### Signal wires on met3

Drawn at 1.5 px/um.
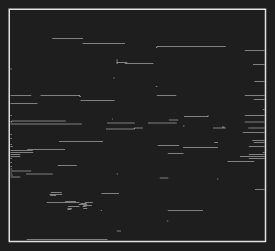
### Routing congestion

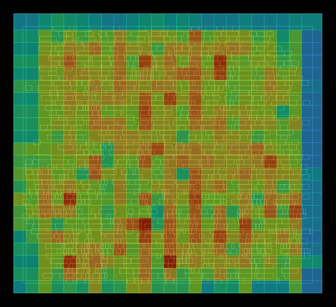
==> config.mk <==
export PLATFORM = sky130hd
export DESIGN_NAME = coincidence_trigger
export DESIGN_NICKNAME = d
export VERILOG_FILES = /design/src/rtl/coincidence_trigger.sv
export SDC_FILE = /design/constraint.sdc
export NUM_CORES = 1
export LEC_CHECK = 0
export CAP_MARGIN = 20
export CORE_ASPECT_RATIO = 0.9
export CORE_MARGIN = 5
export CORE_UTILIZATION = 50
export DETAILED_ROUTE_END_ITERATION = 8
export GPL_TIMING_DRIVEN = 0
export PLACE_DENSITY_LB_ADDON = 0.15
export SETUP_SLACK_MARGIN = 0.2
export SYNTH_ARGS = -nofsm -noshare
export SYNTH_HDL_FRONTEND = slang
export SYNTH_SLANG_ARGS = --single-unit
==> constraint.sdc <==
create_clock -name CLK -period 8.1 [get_ports CLK]
set_input_delay 1.62 -clock CLK [delete_from_list [all_inputs] [get_ports CLK]]
set_output_delay 1.62 -clock CLK [all_outputs]
set_load 0.005 [all_outputs]
==> src/rtl/coincidence_trigger.sv <==
// rtl/coincidence_trigger.sv - N-channel coincidence trigger with dead time, timestamp and event FIFO
module coincidence_trigger #(
    parameter int N_CH    = 8,
    parameter int WIN_W   = 4,
    parameter int DEAD_W  = 8,
    parameter int TS_W    = 24,
    parameter int FIFO_AW = 2,
    parameter int THR_W   = 5
) (
    input  logic              CLK,
    input  logic              RST_N,
    input  logic              enable,
    input  logic [N_CH-1:0]   ch_in,
    input  logic [N_CH-1:0]   ch_mask,
    input  logic [THR_W-1:0]  threshold,
    input  logic [WIN_W-1:0]  window,
    input  logic [DEAD_W-1:0] deadtime,
    output logic              trig_pulse,
    output logic              evt_valid,
    input  logic              evt_ready,
    output logic [N_CH-1:0]   evt_pattern,
    output logic [TS_W-1:0]   evt_time,
    output logic [15:0]       drop_count,
    output logic              busy
);

    localparam int DEPTH = 1 << FIFO_AW;
    localparam logic [FIFO_AW:0] FULL_CNT = (FIFO_AW+1)'(DEPTH);

    typedef enum logic [1:0] {S_IDLE, S_ARMED, S_DEAD} state_t;

    state_t              r_state;
    logic [DEAD_W-1:0]   r_dead;
    logic                r_trig;
    logic [TS_W-1:0]     r_ts;
    logic [N_CH-1:0]     r_s1, r_s2, r_s3;
    logic [WIN_W-1:0]    r_cnt [N_CH];
    logic [N_CH-1:0]     r_mem_pat [DEPTH];
    logic [TS_W-1:0]     r_mem_ts  [DEPTH];
    logic [FIFO_AW-1:0]  r_wr, r_rd;
    logic [FIFO_AW:0]    r_count;
    logic [15:0]         r_drop;

    logic [N_CH-1:0]     w_rise;
    logic [N_CH-1:0]     w_active;
    logic [N_CH-1:0]     w_hits;
    logic [THR_W-1:0]    w_popcnt;
    logic                w_coinc;
    logic                w_fire;
    logic                w_pop;
    logic                w_full;
    logic                w_accept;

    assign w_rise   = r_s2 & ~r_s3;
    assign w_hits   = w_active & ch_mask;
    assign w_coinc  = (threshold != '0) && (w_popcnt >= threshold);
    assign w_fire   = (r_state == S_ARMED) && enable && w_coinc;
    assign w_pop    = evt_valid && evt_ready;
    assign w_full   = (r_count == FULL_CNT);
    // A push into a full FIFO is still taken when the head leaves in the same cycle
    assign w_accept = w_fire && (!w_full || w_pop);

    // Per-channel activity flags and masked hit count
    always_comb begin
        w_popcnt = '0;
        w_active = '0;
        for (int i = 0; i < N_CH; i++) begin
            w_active[i] = (r_cnt[i] != '0);
            w_popcnt    = w_popcnt + THR_W'(w_hits[i]);
        end
    end

    // Synchronise asynchronous channel levels and keep one history stage for edge detection
    always_ff @(posedge CLK or negedge RST_N) begin
        if (!RST_N) begin
            r_s1 <= '0;
            r_s2 <= '0;
            r_s3 <= '0;
        end else begin
            r_s1 <= ch_in;
            r_s2 <= r_s1;
            r_s3 <= r_s2;
        end
    end

    // Stretch each rising edge into a window; cleared on trigger so one burst fires once
    always_ff @(posedge CLK or negedge RST_N) begin
        if (!RST_N) begin
            for (int i = 0; i < N_CH; i++) r_cnt[i] <= '0;
        end else if (r_state == S_IDLE || w_fire) begin
            for (int i = 0; i < N_CH; i++) r_cnt[i] <= '0;
        end else begin
            for (int i = 0; i < N_CH; i++) begin
                if (w_rise[i])
                    r_cnt[i] <= window;
                else if (r_cnt[i] != '0)
                    r_cnt[i] <= r_cnt[i] - WIN_W'(1);
            end
        end
    end

    // Free-running timestamp, independent of enable
    always_ff @(posedge CLK or negedge RST_N) begin
        if (!RST_N) r_ts <= '0;
        else        r_ts <= r_ts + TS_W'(1);
    end

    // Trigger FSM: arm, fire, hold off for deadtime cycles; enable low forces idle
    always_ff @(posedge CLK or negedge RST_N) begin
        if (!RST_N) begin
            r_state <= S_IDLE;
            r_dead  <= '0;
            r_trig  <= 1'b0;
        end else begin
            r_trig <= 1'b0;
            if (!enable) begin
                r_state <= S_IDLE;
                r_dead  <= '0;
            end else begin
                case (r_state)
                    S_IDLE: r_state <= S_ARMED;
                    S_ARMED: begin
                        if (w_coinc) begin
                            r_trig  <= 1'b1;
                            r_dead  <= deadtime;
                            r_state <= (deadtime == '0) ? S_ARMED : S_DEAD;
                        end
                    end
                    S_DEAD: begin
                        if (r_dead <= DEAD_W'(1)) begin
                            r_dead  <= '0;
                            r_state <= S_ARMED;
                        end else begin
                            r_dead <= r_dead - DEAD_W'(1);
                        end
                    end
                    default: r_state <= S_IDLE;
                endcase
            end
        end
    end

    // Event FIFO with saturating drop counter for pushes that find it full
    always_ff @(posedge CLK or negedge RST_N) begin
        if (!RST_N) begin
            for (int i = 0; i < DEPTH; i++) begin
                r_mem_pat[i] <= '0;
                r_mem_ts[i]  <= '0;
            end
            r_wr    <= '0;
            r_rd    <= '0;
            r_count <= '0;
            r_drop  <= '0;
        end else begin
            if (w_accept) begin
                r_mem_pat[r_wr] <= w_hits;
                r_mem_ts[r_wr]  <= r_ts;
                r_wr            <= r_wr + FIFO_AW'(1);
            end
            if (w_pop)
                r_rd <= r_rd + FIFO_AW'(1);
            if (w_accept && !w_pop)
                r_count <= r_count + (FIFO_AW+1)'(1);
            else if (!w_accept && w_pop)
                r_count <= r_count - (FIFO_AW+1)'(1);
            if (w_fire && !w_accept && r_drop != 16'hFFFF)
                r_drop <= r_drop + 16'd1;
        end
    end

    assign trig_pulse  = r_trig;
    assign evt_valid   = (r_count != '0);
    assign evt_pattern = r_mem_pat[r_rd];
    assign evt_time    = r_mem_ts[r_rd];
    assign drop_count  = r_drop;
    assign busy        = (r_state == S_DEAD);

endmodule

==> results.cfg <==
; yosys + openroad results
[run]
log.warning_count = 39

[place]
gp_congestion = 0.821
dpl.cell_count = 1291
dp_hpwl_um = 16000
io_buffers = 83
dpl-instance-area_um2 = 12800

[worst_setup_path]
endpoint = r_count[2]
cp-startpoint = ch_mask[3]
cp.arrival_ns = 7.01
cp.required_ns = 8.53
worstPathMaxFanout = 5
ff2ff_setup_slack_ns = 1.86
cp_slowest_cell = or4_4

[finish]
dominant_cells = registers
inverters_excl_clock = 46
nClkBuffers = 38
sh_seq_area_pct = 44.3
nets = 1097
most-common-layout-cells = 242 x dfrtp_1, 129 x mux2_1, 82 x clkdlybuf4s50_1
stdcell_area_um2 = 13700
nMultiInputCombCells = 570

[floorplanning]
fp-utilization_pct = 50.9
dieHeight_um = 154
die_w_um = 170
io_pins = 88
core_area_um2 = 22600

[power]
p_seq_share_pct = 36.4
pwr-share-clk_pct = 29.1
pg_seq_w = 0.00154
total_power_w = 0.00422
power.internal_w = 0.00286
p_clk_w = 0.00123

[logic_synthesis]
top_cell = dfrtp_1
top_cells_by_area = dfrtp_1 53%, mux2_1 13%, mux4_2 6.3%, ha_1 3.4%, xnor2_1 3.4%
ys_sh_xor_pct = 4.42
syn_area_per_cell_um2 = 12.6
flop_cell = dfrtp_1
yosysWarningCount = 0
syn_inst = 909
syn_nets = 982
ys_sh_aoi_pct = 4.64

[cts]
ctsLongestPathBuffers = 3
root_buffer = clkbuf_16
cts-buffers-inserted = 27
htree_levels = 1

[routing]
wl_met1_um = 11300
routed.top_layer = met4
drc = 0
wl_met3_um = 965
vias_per_cell = 5.45

[timing]
final_max_slew_viol_count = 0
period_minus_slack_ns = 6.58
finalWorstSetupSlack_ns = 1.52
max_freq_ghz = 0.152
worst_pin_slew_ns = 0.876

[global_route]
grt_util_met2_pct = 28.4
grt_overflow_total = 0
grt_max_degree = 103

[run_status]
status = complete, no violations
Back to the opening pictures, 'Signal wires on met3':
share of all routed wire: 4.2%
longest straight run: 53.6 um
main direction: horizontal
wire length on this layer: 966 um
nets with wire on the layer: 64

Back to the opening pictures, 'Routing congestion':
met3 GRT Util: 3.11%
met1 Use GR: 28.0%
layer with the highest usage: met2
fin util: 60.6%
WL per Instance: 17.4 um

No activity file was given, so power comes from the tool's default toggle rates.
